## src/rtl/hwacc_pkg.sv

```systemverilog
// hwacc_pkg: shared types and constants for the accelerator-to-core path.
// Holds the dispatcher state enum, ctrl encoding and core count.
package hwacc_pkg;

  typedef enum logic [1:0] {
    IDLE,
    HDR,
    PAY
  } state_t;

  localparam int NUM_CORES    = 2;
  localparam int CTRL_PAYLOAD = 0;

  function automatic logic [NUM_CORES-1:0] core_onehot(input logic idx);
    return idx ? 2'b10 : 2'b01;
  endfunction

endpackage

```

## src/rtl/pkt_core_dispatch_if.sv

```systemverilog
// pkt_core_dispatch_if: accelerator word stream in, dual-core FIFO bus out.
// slave = dispatcher view, master = accelerator/FIFO side view.
interface pkt_core_dispatch_if #(
  parameter int DATA_WIDTH = 64,
  parameter int CTRL_WIDTH = DATA_WIDTH / 8
);
  import hwacc_pkg::*;

  logic [DATA_WIDTH-1:0] in_data;
  logic [CTRL_WIDTH-1:0] in_ctrl;
  logic                  in_wr;
  logic                  in_rdy;
  logic [NUM_CORES-1:0]  out_rdy;
  logic [DATA_WIDTH-1:0] out_data;
  logic [CTRL_WIDTH-1:0] out_ctrl;
  logic [NUM_CORES-1:0]  out_wr;

  modport slave (
    input  in_data, in_ctrl, in_wr, out_rdy,
    output in_rdy, out_data, out_ctrl, out_wr
  );

  modport master (
    output in_data, in_ctrl, in_wr, out_rdy,
    input  in_rdy, out_data, out_ctrl, out_wr
  );

endinterface

```

## src/rtl/pkt_core_dispatch_rr_pick2.sv

```systemverilog
// rr_pick2: combinational 2-way round-robin pick.
// in: last, elig[1:0]; out: grant_idx, grant_valid.
module rr_pick2 (
  input  logic       last,
  input  logic [1:0] elig,
  output logic       grant_idx,
  output logic       grant_valid
);

  always_comb begin
    grant_idx   = ~last;
    grant_valid = 1'b0;
    if (elig[~last]) begin
      grant_idx   = ~last;
      grant_valid = 1'b1;
    end else if (elig[last]) begin
      grant_idx   = last;
      grant_valid = 1'b1;
    end
  end

endmodule

```

## src/rtl/pkt_core_dispatch.sv

```systemverilog
// pkt_core_dispatch: routes each accelerator packet to one core FIFO.
// ports: clk, reset, bus (slave), core_en, pkt_cnt0/1, proto_err.
module pkt_core_dispatch
  import hwacc_pkg::*;
#(
  parameter int DATA_WIDTH = 64,
  parameter int CTRL_WIDTH = DATA_WIDTH / 8
) (
  input  logic                    clk,
  input  logic                    reset,
  pkt_core_dispatch_if.slave      bus,
  input  logic [NUM_CORES-1:0]    core_en,
  output logic [15:0]             pkt_cnt0,
  output logic [15:0]             pkt_cnt1,
  output logic                    proto_err
);

  state_t                state;
  logic                  sel;
  logic                  last;
  logic [DATA_WIDTH-1:0] data_q;
  logic [CTRL_WIDTH-1:0] ctrl_q;
  logic [NUM_CORES-1:0]  wr_q;

  logic [NUM_CORES-1:0]  elig;
  logic                  grant_idx;
  logic                  grant_valid;
  logic                  in_rdy;
  logic                  acc;
  logic                  is_pay;

  assign elig   = core_en & bus.out_rdy;
  assign is_pay = bus.in_ctrl == CTRL_WIDTH'(CTRL_PAYLOAD);
  assign acc    = bus.in_wr & in_rdy;

  rr_pick2 u_pick (
    .last        (last),
    .elig        (elig),
    .grant_idx   (grant_idx),
    .grant_valid (grant_valid)
  );

  always_comb begin
    in_rdy = 1'b0;
    if (!reset) begin
      unique case (state)
        IDLE:     in_rdy = grant_valid;
        HDR, PAY: in_rdy = bus.out_rdy[sel];
        default:  in_rdy = 1'b0;
      endcase
    end
  end

  always_ff @(posedge clk) begin
    if (reset) begin
      state     <= IDLE;
      sel       <= 1'b0;
      last      <= 1'b1;
      data_q    <= '0;
      ctrl_q    <= '0;
      wr_q      <= '0;
      pkt_cnt0  <= '0;
      pkt_cnt1  <= '0;
      proto_err <= 1'b0;
    end else begin
      wr_q <= '0;
      if (bus.in_wr && !in_rdy)
        proto_err <= 1'b1;
      if (acc) begin
        unique case (state)
          IDLE: begin
            if (is_pay) begin
              proto_err <= 1'b1;
            end else begin
              sel    <= grant_idx;
              last   <= grant_idx;
              state  <= HDR;
              data_q <= bus.in_data;
              ctrl_q <= bus.in_ctrl;
              wr_q   <= core_onehot(grant_idx);
            end
          end
          HDR: begin
            data_q <= bus.in_data;
            ctrl_q <= bus.in_ctrl;
            wr_q   <= core_onehot(sel);
            if (is_pay)
              state <= PAY;
          end
          PAY: begin
            data_q <= bus.in_data;
            ctrl_q <= bus.in_ctrl;
            wr_q   <= core_onehot(sel);
            if (!is_pay) begin
              state <= IDLE;
              if (sel) pkt_cnt1 <= pkt_cnt1 + 16'd1;
              else     pkt_cnt0 <= pkt_cnt0 + 16'd1;
            end
          end
          default: state <= IDLE;
        endcase
      end
    end
  end

  assign bus.in_rdy   = in_rdy;
  assign bus.out_data = data_q;
  assign bus.out_ctrl = ctrl_q;
  assign bus.out_wr   = wr_q;

endmodule
```

## src/flat_wrapper.sv

```systemverilog
// flat-port wrapper written by rule: the top's interface ports become plain ports
module pkt_core_dispatch_flat import hwacc_pkg::*;
#(
  parameter int DATA_WIDTH = 64,
  parameter int CTRL_WIDTH = DATA_WIDTH / 8
)
  (clk, reset, core_en, pkt_cnt0, pkt_cnt1, proto_err, bus_in_data, bus_in_ctrl, bus_in_wr, bus_out_rdy, bus_in_rdy, bus_out_data, bus_out_ctrl, bus_out_wr);
  pkt_core_dispatch_if #(.DATA_WIDTH(DATA_WIDTH), .CTRL_WIDTH(CTRL_WIDTH)) bus_i ();
  input  logic clk;
  input  logic reset;
  input  logic [NUM_CORES-1:0] core_en;
  output logic [15:0] pkt_cnt0;
  output logic [15:0] pkt_cnt1;
  output logic proto_err;
  input wire logic [$bits(bus_i.in_data)-1:0] bus_in_data;
  input wire logic [$bits(bus_i.in_ctrl)-1:0] bus_in_ctrl;
  input wire logic [$bits(bus_i.in_wr)-1:0] bus_in_wr;
  input wire logic [$bits(bus_i.out_rdy)-1:0] bus_out_rdy;
  output wire logic [$bits(bus_i.in_rdy)-1:0] bus_in_rdy;
  output wire logic [$bits(bus_i.out_data)-1:0] bus_out_data;
  output wire logic [$bits(bus_i.out_ctrl)-1:0] bus_out_ctrl;
  output wire logic [$bits(bus_i.out_wr)-1:0] bus_out_wr;
  assign bus_i.in_data = bus_in_data;
  assign bus_i.in_ctrl = bus_in_ctrl;
  assign bus_i.in_wr = bus_in_wr;
  assign bus_i.out_rdy = bus_out_rdy;
  assign bus_in_rdy = bus_i.in_rdy;
  assign bus_out_data = bus_i.out_data;
  assign bus_out_ctrl = bus_i.out_ctrl;
  assign bus_out_wr = bus_i.out_wr;
  pkt_core_dispatch #(.DATA_WIDTH(DATA_WIDTH), .CTRL_WIDTH(CTRL_WIDTH)) u_core (.clk(clk), .reset(reset), .bus(bus_i), .core_en(core_en), .pkt_cnt0(pkt_cnt0), .pkt_cnt1(pkt_cnt1), .proto_err(proto_err));
endmodule
```

## config.mk

```make
export PLATFORM = sky130hd
export DESIGN_NAME = pkt_core_dispatch_flat
export DESIGN_NICKNAME = d
export VERILOG_FILES = /design/src/rtl/hwacc_pkg.sv /design/src/rtl/pkt_core_dispatch_if.sv /design/src/rtl/pkt_core_dispatch_rr_pick2.sv /design/src/rtl/pkt_core_dispatch.sv /design/src/flat_wrapper.sv
export SDC_FILE = /design/constraint.sdc
export NUM_CORES = 1
export LEC_CHECK = 0
export ABC_AREA = 1
export CORE_UTILIZATION = 35
export DETAILED_ROUTE_END_ITERATION = 6
export GPL_TIMING_DRIVEN = 0
export PLACE_DENSITY = 0.66
export SLEW_MARGIN = 20
export SYNTH_ARGS = -nofsm -noshare
export SYNTH_HDL_FRONTEND = slang
export SYNTH_HIERARCHICAL = 1
export SYNTH_SLANG_ARGS = --single-unit
```

## constraint.sdc

```tcl
create_clock -name clk -period 2.5 [get_ports clk]
set_input_delay 0.5 -clock clk [delete_from_list [all_inputs] [get_ports clk]]
set_output_delay 0.5 -clock clk [all_outputs]
set_load 0.005 [all_outputs]
```

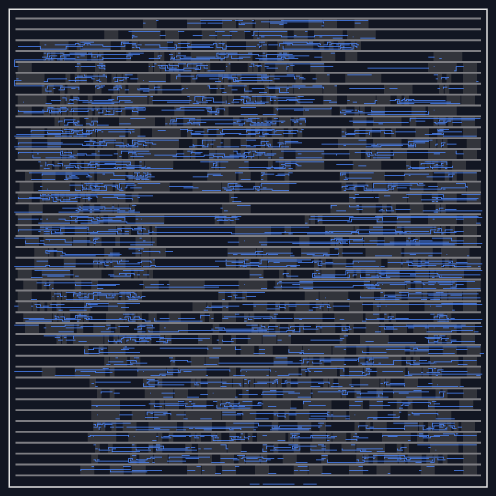
**Above:** run 1 (the metal 1 layer).
Scale: 4 px per um. Supply wires on this layer in grey.
main direction: horizontal
nets with wire on the layer: 878
share of all routed wire: 46%
longest straight run: 38.4 um
wire length on this layer: 6,590 um
via count: 4,825
grt met1 use: 26.48%

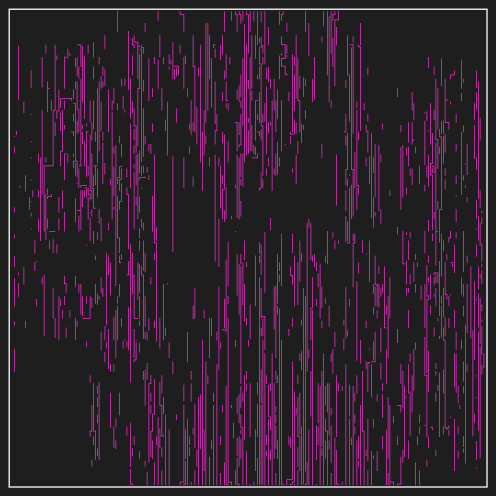
**Above:** run 1 (the metal 2 layer).
Scale: 4 px per um.
main direction: vertical
share of all routed wire: 47%
global routing usage on met2: 34.85%
drt total wl: 14.32 mm

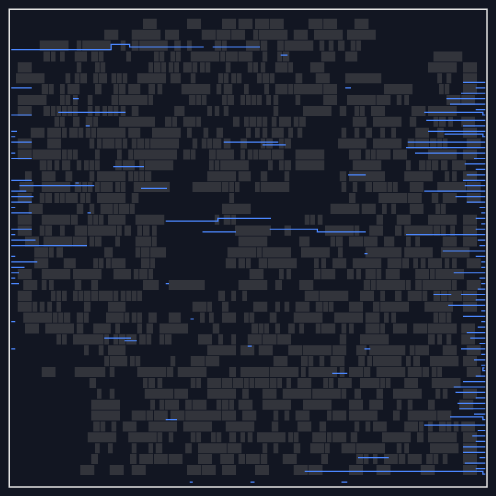
**Above:** run 1 (signal wires on met3).
Scale: 4 px per um.
main direction: horizontal
nets with wire on the layer: 115
longest straight run: 44.4 um
wire length on this layer: 751 um
share of all routed wire: 5.2%
met3 usage: 3.927%

==> impl_report.txt, run 1 <==
FLOW METRICS REPORT
----------------------------------------------------
[Final layout]
  Register area ........................ 2225 um2
  Number of antenna diodes ........................ 0
  Layout buffering overhead excluding clock cells ........................ 27.99%
  Nets ........................ 960
  Area growth from synthesis to layout ........................ 49.63%
  Layout buffer count excluding clock buffers ........................ 215
  Layout cells sized above 1 ........................ 5.575%

[Synth]
  Post-synthesis cell area ........................ 4797 um2
  Sequential-to-total area share from yosys stat ........................ 46.32%
  Top-area cell share ........................ 46.32%
  Number of standard cells reported by yosys ........................ 678
  FA/HA/MAJ Cells, Area Fraction ........................ 1.826%
  Synthesized area per cell ........................ 7.075 um2
  Number of nets at floorplan ........................ 764
  Number of distinct library cells after synthesis ........................ 26
  Number of warning messages in the yosys log ........................ 6

[Floorplanning]
  Std cell rows ........................ 42
  Horiz. Die Dim ........................ 119.1 um
  Num tapcells ........................ 176

[Power]
  Leakage power ........................ 2.660 nW
  Worst vdd rail ir drop ........................ 0.2954 mV

[Placed design]
  HPWL Detailed ........................ 10.75 mm

[Clocking]
  CTS Hold Bufs ........................ 0
  CTS sink cnt ........................ 111
  Clock Tree Buf Depth ........................ 2
  Reg clk slew, reported paths ........................ 0.07 ns

[Worst setup path]
  Classification of the worst setup path ........................ in2out
  Max stage delay cell, worst path ........................ clkdlybuf4s50_1
  Critical Path Start ........................ bus_out_rdy[1]

[Drt]
  Wire length per cell after detailed routing ........................ 13.57 um
  Number of DRC markers in iteration 0 ........................ 236
  Number of antenna-violating nets in the routed design ........................ 0

[GRT]
  Total global routing overflow ........................ 0
  Maximum number of pins on one net before global-route repair ........................ 19
  Number of antenna violations at the first check in global routing ........................ 0

[Job]
  Number of max-cap violations ........................ 0
  Tool warning count ........................ 30

[Final timing]
  Setup repair after global routing missed its margin ........................ false
  Final Hold Vio Count ........................ 0
  Worst slew margin relative to its limit ........................ 62.45%

[Status]
  Status ........................ finished clean

----------------------------------------------------
## run 1: registers in the layout, summed over array words and instances (netlist names)
signal and cells:
u_core/bus.out_ctrl 8, u_core/bus.out_data 64, u_core/bus.out_wr 2, u_core/last 1, u_core/pkt_cnt0 16, u_core/pkt_cnt1 16
u_core/proto_err 1, u_core/sel 1, u_core/state 2
## run 1: worst reg2reg max path: stages (launching register included)
cell,delay (ns)
dfxtp_2,0.36
inv_1,0.08
ha_1,0.34
nand3_1,0.10
nand3_2,0.12
nand3_2,0.11
inv_2,0.17
nand2_4,0.14
buf_2,0.22
o21ai_0,0.22
nor2_1,0.06
## run 1: metrics by stage
stage | cells | instance area, um2 | hold slack (ns) | total power, mW
after global routing | 1055 | 7178 | 0.4241 | 4.181
final | 1055 | 7178 | 0.4361 | 3.977
after floorplan | 678 | 4797 | 0.4510 | 2.174
after global placement | 1039 | 6869 | 0.4534 | 2.527
after detailed placement | 1039 | 6869 | 0.4666 | 2.536
after CTS | 1055 | 7178 | 0.4124 | 4.023
## run 1: worst min-delay path by stage
stage,start,endpoint,slack (ns),depth (start not counted)
global placement,u_core/bus.out_ctrl[2],u_core/bus.out_ctrl[2],0.45,2
CTS,reset,u_core/pkt_cnt0[6],0.41,2
detailed placement,u_core/proto_err,u_core/proto_err,0.47,2
floorplan,u_core/last,u_core/last,0.45,2
global route,reset,u_core/pkt_cnt0[5],0.42,2
finish,reset,u_core/pkt_cnt0[6],0.44,2
## run 1: per-layer routing
layer | track usage [%] | share of wire, % | vias to the layer above
met3 | 3.927 | 5.2 | 22
met2 | 34.85 | 47 | 141
li1 | - | - | 2534
met5 | 0 | 0 | -
met4 | 8.228 | 2.2 | 0
met1 | 26.48 | 46 | 2128
## run 1: Yosys cell counts
master    number
nand4_1        5
nor2_2         3
nor3_1         3
o21ai_1       16
nor2_1       189
nand2_2        2
nand3b_1       2
buf_4          9
inv_2          1
xor2_1        13
ha_1           7
inv_1         35
buf_2         10
xnor2_1        5
and2_1         1
nand2_4        1
dfxtp_1      111
a21oi_1       33
nand2_1      133
o21ai_0       61
nand4_2        1
nor2_4         2
nand3_2        2
inv_4          1
nand3_1       21
clkbuf_1      11
## run 1: power breakdown
| part | leakage, nW | total [mW] | switching, mW | internal (mW) |
|---|---|---|---|---|
| logic | 1.61 | 0.591 | 0.252 | 0.339 |
| clock network | 0.151 | 1.49 | 0.671 | 0.817 |
| registers | 0.904 | 1.90 | 0.0426 | 1.86 |
| total | 2.66 | 3.98 | 0.967 | 3.01 |
## run 1: logic make-up after synthesis
family                   Yosys count
XOR/XNOR                          18
flip-flops                       111
buffers and inverters             67
AND-OR/OR-AND                    110
AND/OR/NAND/NOR                  365
adder cells (fa/ha/maj)            7
## run 1: cell usage in the layout, fill, tap and decap left out, types with 3 or more instances in the layout
cell             count
clkbuf_16            9
a21oi_1             33
nor2_1             189
nor2_2               3
xor2_1              13
ha_1                 7
nand3_1             21
buf_2               10
inv_1               35
nand4_1              5
dfxtp_1            109
xnor2_1              5
o21ai_0             61
clkbuf_1            12
nand2_1            133
o21ai_1             16
clkdlybuf4s50_1    184
buf_4                9
nor3_1               3
**Run 1: congestion heat map**

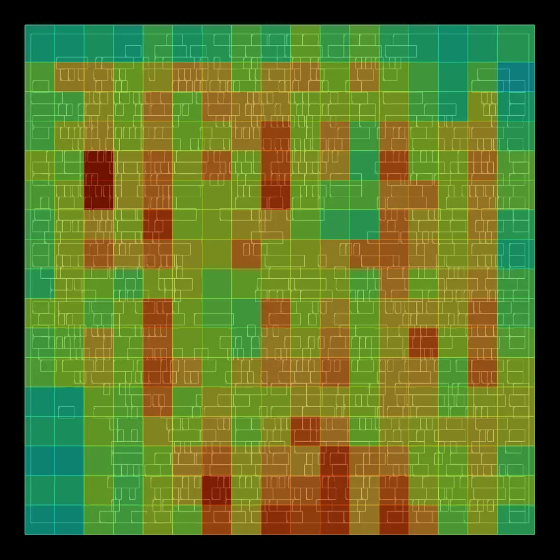

## Run 2: what changed since run 1
Settings changed: CELL_PAD_IN_SITES_DETAIL_PLACEMENT from default to 0, CELL_PAD_IN_SITES_GLOBAL_PLACEMENT from default to 2, CORE_UTILIZATION 35 to 23, PLACE_DENSITY 0.66 to default, PLACE_DENSITY_LB_ADDON from default to 0.1.
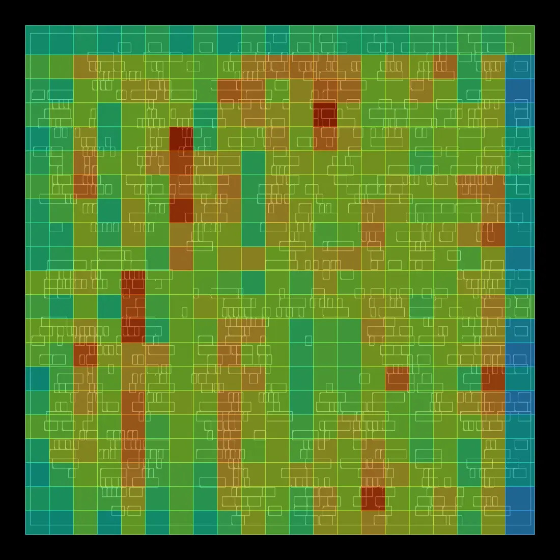
**Above:** run 2 (congestion heat map).
Finished Core Util: 35.70%
wire length per cell after detailed routing: 13.83 um
global routing usage on met2: 25.93%
GRT Resource Usage Total: 15.11%
met3 usage: 2.625%

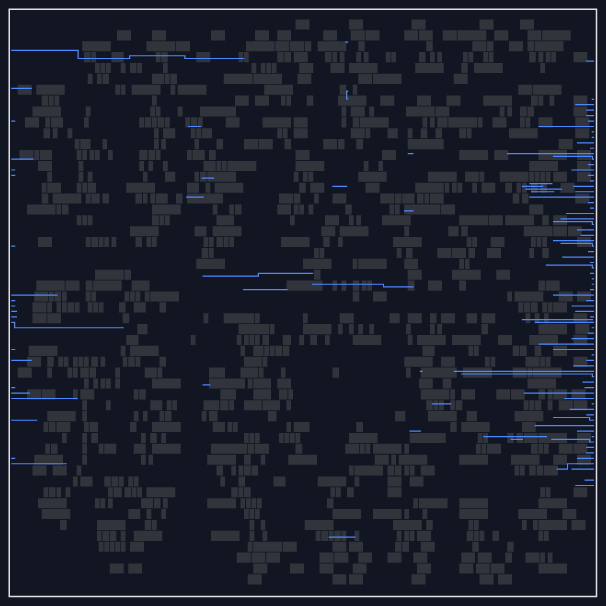
**Above:** run 2 (signal wires on met3).
Scale: 4 px per um.
wire length on this layer: 744 um
share of all routed wire: 4.7%
longest straight run: 34.7 um
main direction: horizontal
nets with wire on the layer: 104
drt total wl: 15.89 mm
via count: 4,871

==> run 2 against run 1 <==
Compared with the run above:
- sequential share of layout area shrank 0.39 points
- count of clock-buffer cells in the layout shrank 1
- non-clock buffer count is the same
==> impl_report.txt, run 2 <==
FLOW METRICS REPORT
----------------------------------------------------
[Power]
  Portion of total power attributed to combinational logic ........................ 15.1%
  Leakage power ........................ 2.644 nW
  Relative contribution of sequential cells to total power ........................ 48.6%
  Clk pwr share ........................ 36.3%
  Switching power summed over all nets ........................ 1.022 mW
  Overall Power ........................ 3.910 mW
  Internal portion of total power ........................ 2.888 mW
  Switching share of power ........................ 26.13%
  Worst vdd rail ir drop ........................ 0.2747 mV

[Synth]
  Post-synthesis cell area ........................ 4797 um2
  Number of standard cells reported by yosys ........................ 678
  Top-area cell share ........................ 46.32%
  Count of flip-flops with a built-in enable after synthesis ........................ 0
  Sequential-to-total area share from yosys stat ........................ 46.32%
  Most used standard cells in the synthesized netlist ........................ 189 x nor2_1, 133 x nand2_1, 111 x dfxtp_1, 61 x o21ai_0, 35 x inv_1
  Cell types with the largest area share after synthesis ........................ dfxtp_1 46%, nor2_1 15%, nand2_1 10%
  Top FF cell, synth ........................ dfxtp_1
  Fraction of registers with async set/reset ........................ 0%
  Number of warning messages in the yosys log ........................ 6
  Number of distinct library cells after synthesis ........................ 26

[Final timing]
  Worst slew margin relative to its limit ........................ 55.08%
  Setup repair after global routing missed its margin ........................ false
  Final Hold Vio Count ........................ 0

[Final layout]
  Layout cells sized above 1 ........................ 5.575%
  Max reg flops ........................ 64
  Number of antenna diodes ........................ 0
  Nets ........................ 960
  Top logic cell by instance count in the layout ........................ nor2_1
  Register area ........................ 2225 um2
  Area growth from synthesis to layout ........................ 51.56%
  Leading cell types in the layout, fill and taps excluded ........................ 189 x nor2_1, 184 x clkdlybuf4s50_1, 133 x nand2_1

[Drt]
  Number of antenna-violating nets in the routed design ........................ 0
  Number of DRC markers in iteration 0 ........................ 231

[Worst setup path]
  Kind of end point of the critical path ........................ primary output
  Max stage delay cell, worst path ........................ clkdlybuf4s50_1
  Classification of the worst setup path ........................ in2out

[Floorplanning]
  Std cell rows ........................ 52
  Horiz. Die Dim ........................ 146.4 um
  Die ar. ........................ 21,440 um2

[Clocking]
  Reg clk slew, reported paths ........................ 0.08 ns
  Clock Tree Buf Depth ........................ 2
  CTS sink cnt ........................ 111
  CTS Hold Bufs ........................ 0

[Status]
  Status ........................ finished clean

[Placed design]
  HPWL Detailed ........................ 12.07 mm

[Job]
  Number of max-cap violations ........................ 0
  Tool warning count ........................ 30

[GRT]
  First-pass GRT wire length ........................ 25.50 mm
  Total global routing overflow ........................ 0

----------------------------------------------------
-- run 2: cell count changes in the layout (fill, tap and decap cells not counted) --
| cell | delta |
|---|---|
| inv_6 | -1 |
| inv_8 | +1 |
| clkinvlp_4 | +1 |
| clkbuf_8 | -1 |
| bufinv_16 | -1 |
| clkinv_4 | +1 |
-- run 2: worst reg2reg max path: stages (launching register included) --
cell     delay [ns]
dfxtp_2        0.36
inv_1          0.08
ha_1           0.34
nand3_1        0.11
nand3_2        0.12
nand3_2        0.11
inv_2          0.17
nand2_4        0.15
buf_2          0.21
o21ai_0        0.22
nor2_1         0.06
-- run 2: power by group through the flow --
stage,clock [mW],sequential [mW],combinational (mW)
3_3_place_gp,0,1.94,0.598
3_5_place_dp,0,1.94,0.600
4_1_cts,1.49,1.90,0.602
2_1_floorplan,0,1.95,0.227
6_report,1.42,1.90,0.592
5_1_grt,1.58,1.91,0.655
-- run 2: per-layer routing --
layer,vias to the layer above,track usage (%),wire length (um)
met5,-,0,0
met4,0,5.156,229
li1,2535,-,-
met2,126,25.93,7626
met1,2196,19.01,7294
met3,14,2.625,743
-- run 2: cells by family (layout without fill, tap and decap cells) --
family / after synthesis / count (layout) / synth area share (%)
buf+inv: 67 / 268 / 6.260
compound gates: 110 / 110 / 11.48
simple gates: 365 / 365 / 30.83
xor+xnor: 18 / 18 / 3.286
fa+ha+maj: 7 / 7 / 1.826
flops: 111 / 111 / 46.32
-- run 2: metrics by stage --
step	std cells	util, %	TNS (ns)	instance area (um2)	hold slack [ns]
2_1_floorplan	678	-	0	4797	0.4510
3_3_place_gp	1133	34.31	-0.07666	6987	0.4614
5_1_grt	1149	35.70	0	7271	0.4552
6_report	1149	35.70	0	7271	0.4363
4_1_cts	1149	35.70	0	7271	0.4266
3_5_place_dp	1133	34.31	-0.06675	6987	0.4585
-- run 2: cell type report --
cell class,instances,share of cell area [%]
clock buffer,10,3.149
clock inverter,6,0.7400
timing repair buffer,185,25.45
inverter,37,1.945
sequential,111,30.60
multi-input combinational,500,31.29
tap,270,4.646
buffer,30,2.186
-- run 2: path summary, 6_finish.rpt --
path,endpoint,depth (start not counted),start,slack (ns)
worst max register to register,u_core/bus.out_data[58],10,u_core/state[0],0.47
worst min register to register,u_core/bus.out_ctrl[2],2,u_core/bus.out_ctrl[2],0.47
worst max-delay path,bus_in_rdy,10,bus_out_rdy[1],0.23
worst min-delay path,u_core/pkt_cnt0[6],2,reset,0.44
**Run 2: the metal 1 layer**

Scale: 3 px per um. Supply wires on this layer in grey.
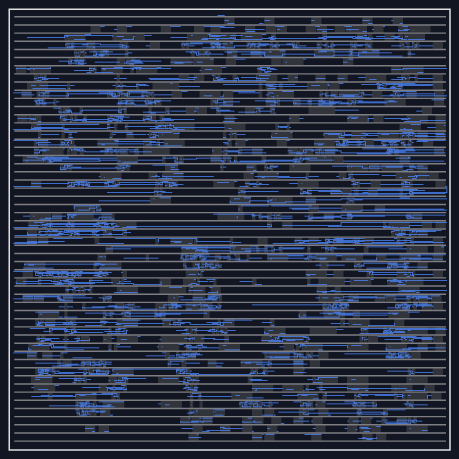

## Run 3: what changed since run 2
Settings changed: CORE_MARGIN from default to 4.
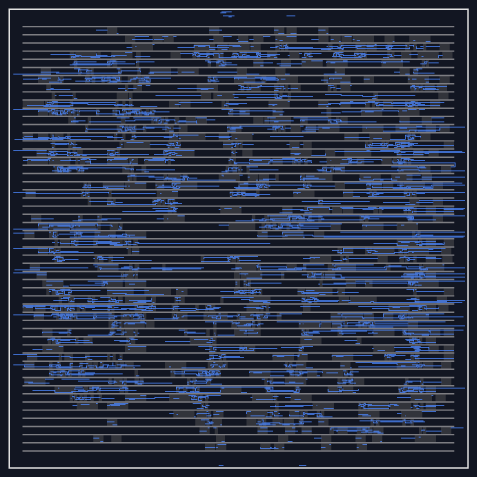
**Above:** run 3 (the metal 1 layer).
Scale: 3 px per um. Supply wires on this layer in grey.
nets with wire on the layer: 870
share of all routed wire: 46%
main direction: horizontal
longest straight run: 53.8 um
wire length on this layer: 7,550 um
drt total wl: 16.44 mm
grt met1 use: 17.78%
via count: 4,861

==> run 3 against run 2 <==
Compared with the run above:
- first-iteration DRC count is 4.8% lower
- wire length up 3.5%
- sequential power about the same
- sequential cell count is the same
- clock power is 4% higher
- highest routed layer unchanged
==> impl_report.txt, run 3 <==
FLOW METRICS REPORT
----------------------------------------------------
[Drt]
  Number of antenna-violating nets in the routed design ........................ 0
  Wire length per cell after detailed routing ........................ 14.31 um
  Number of DRC markers in iteration 0 ........................ 220

[Floorplanning]
  Die ar. ........................ 23,230 um2
  Std cell rows ........................ 52
  Core area ........................ 20,360 um2
  Horiz. Die Dim ........................ 152.4 um

[GRT]
  Number of antenna violations at the first check in global routing ........................ 0
  Maximum number of pins on one net before global-route repair ........................ 21
  Total global routing overflow ........................ 0
  GRT Resource Usage Total ........................ 13.82%
  First-pass GRT wire length ........................ 26.08 mm
  Via count of the first global-routing pass ........................ 4,665

[Final timing]
  Setup repair after global routing missed its margin ........................ false
  Final Hold Vio Count ........................ 0
  Worst setup margin ........................ 0.1888 ns
  Worst slew margin relative to its limit ........................ 60.34%

[Synth]
  Count of flip-flops with a built-in enable after synthesis ........................ 0
  Top FF cell, synth ........................ dfxtp_1
  Cell with the most instances after synthesis ........................ nor2_1
  Most used standard cells in the synthesized netlist ........................ 189 x nor2_1, 133 x nand2_1, 111 x dfxtp_1, 61 x o21ai_0, 35 x inv_1
  Top-area cell share ........................ 46.32%
  Cell types with the largest area share after synthesis ........................ dfxtp_1 46%, nor2_1 15%, nand2_1 10%
  Number of warning messages in the yosys log ........................ 6
  Post-synthesis cell area ........................ 4797 um2
  Number of nets at floorplan ........................ 764
  Number of distinct library cells after synthesis ........................ 26
  Sequential-to-total area share from yosys stat ........................ 46.32%
  Number of standard cells reported by yosys ........................ 678
  Synthesized area per cell ........................ 7.075 um2
  Fraction of registers with async set/reset ........................ 0%

[Final layout]
  Non-Filler Cell Area, Final ........................ 7286 um2
  Leading cell types in the layout, fill and taps excluded ........................ 189 x nor2_1, 184 x clkdlybuf4s50_1, 133 x nand2_1
  Layout cells sized above 1 ........................ 5.461%
  Top logic cell by instance count in the layout ........................ nor2_1
  Max reg flops ........................ 64
  Area growth from synthesis to layout ........................ 51.88%
  Number of fillers in the final layout ........................ 2,167
  Number of antenna diodes ........................ 0
  Register area ........................ 2222 um2

[Power]
  Leakage power ........................ 2.653 nW
  Worst vdd rail ir drop ........................ 0.3388 mV

[Clocking]
  Reg clk slew, reported paths ........................ 0.08 ns
  CTS sink cnt ........................ 111
  Clock Tree Buf Depth ........................ 2

[Job]
  Tool warning count ........................ 30
  Number of max-cap violations ........................ 0

[Placed design]
  Post-DP Area ........................ 6987 um2
  HPWL Detailed ........................ 12.59 mm

[Worst setup path]
  Classification of the worst setup path ........................ reg2out
  Kind of end point of the critical path ........................ primary output

[Status]
  Status ........................ finished clean

----------------------------------------------------
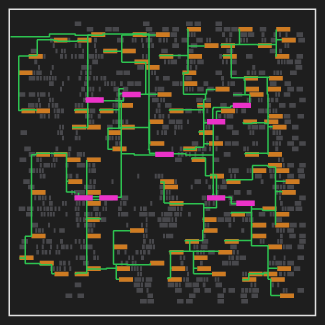
**Above:** run 3 (clock wires, drivers and flops).
Scale: 2 px per um.
legend:
  cells driving clock nets:
    colour: magenta
    count: 9
  flip-flops:
    colour: orange
    count: 111
  clock wires:
    colour: green
    length: 1,660 um
routed clock nets: 10
flops lie: spread over the die
worst skew pair latency: 0.35 ns
Post-Route Skew: 0.005118 ns
Clk pwr share: 37.1%

==> run 3: worst max-delay path, cell delays in order, from the launching register on <==
cell and delay [ns]:
dfxtp_1 0.39, inv_1 0.09, ha_1 0.35, nand3_1 0.12, nand3_2 0.12, nand2_1 0.08
inv_1 0.06, dlygate4sd2_1 0.26
==> run 3: worst paths after layout <==
kind	startpoint	end	depth (start not counted)	slack, ns
worst max-delay path	u_core/state[0]	bus_in_rdy	7	0.19
worst max register to register	u_core/state[1]	u_core/bus.out_data[57]	10	0.42
worst min register to register	u_core/bus.out_ctrl[2]	u_core/bus.out_ctrl[2]	2	0.48
worst min-delay path	reset	u_core/pkt_cnt0[6]	2	0.44
==> run 3: what timing repair did <==
item | CTS | global route
hold buffers | 0 | 0
endpoints found under the setup margin | 1 | 0
gates resized | 1 | 0
==> run 3: cells by family after synthesis <==
family / count (synthesis) / share of synthesized area (%)
AOI/OAI and AO/OA: 110 / 11.48
xor gates and xnor gates: 18 / 3.286
adders and majority gates: 7 / 1.826
buffers and inverters: 67 / 6.260
DFF: 111 / 46.32
and+or+nand+nor: 365 / 30.83
==> run 3: power breakdown <==
part	switching [mW]	internal, mW
combinational	0.256	0.339
sequential	0.0444	1.85
clock	0.741	0.731
total	1.04	2.92
==> run 3: area by class of cell <==
type / instances / area share (%)
Multi-Input combinational cell: 500 / 31.22
Sequential cell: 111 / 30.50
Timing Repair Buffer: 185 / 25.40
Tap cell: 270 / 4.637
Clock buffer: 10 / 3.280
Buffer: 30 / 2.181
Inverter: 37 / 1.941
Clock inverter: 6 / 0.8415
==> run 3: layer usage <==
metal	part of all wire (%)	track usage (%)
met1	46	17.78
met2	47	23.33
met3	5.7	3.522
met4	1.2	3.309
met5	0	0
==> run 3: metrics by stage <==
| stage | hold slack (ns) | std cells | total power, mW | util (%) | setup TNS (ns) |
|---|---|---|---|---|---|
| 6_report | 0.4385 | 1149 | 3.966 | 35.78 | 0 |
| 5_1_grt | 0.4698 | 1149 | 4.182 | 35.78 | 0 |
| 4_1_cts | 0.4306 | 1149 | 4.050 | 35.78 | 0 |
| 3_5_place_dp | 0.4696 | 1133 | 2.546 | 34.31 | -0.09458 |
| 3_3_place_gp | 0.4628 | 1133 | 2.540 | 34.31 | -0.07322 |
| 2_1_floorplan | 0.4510 | 678 | 2.174 | - | 0 |
Power and IR drop assume default switching activity.
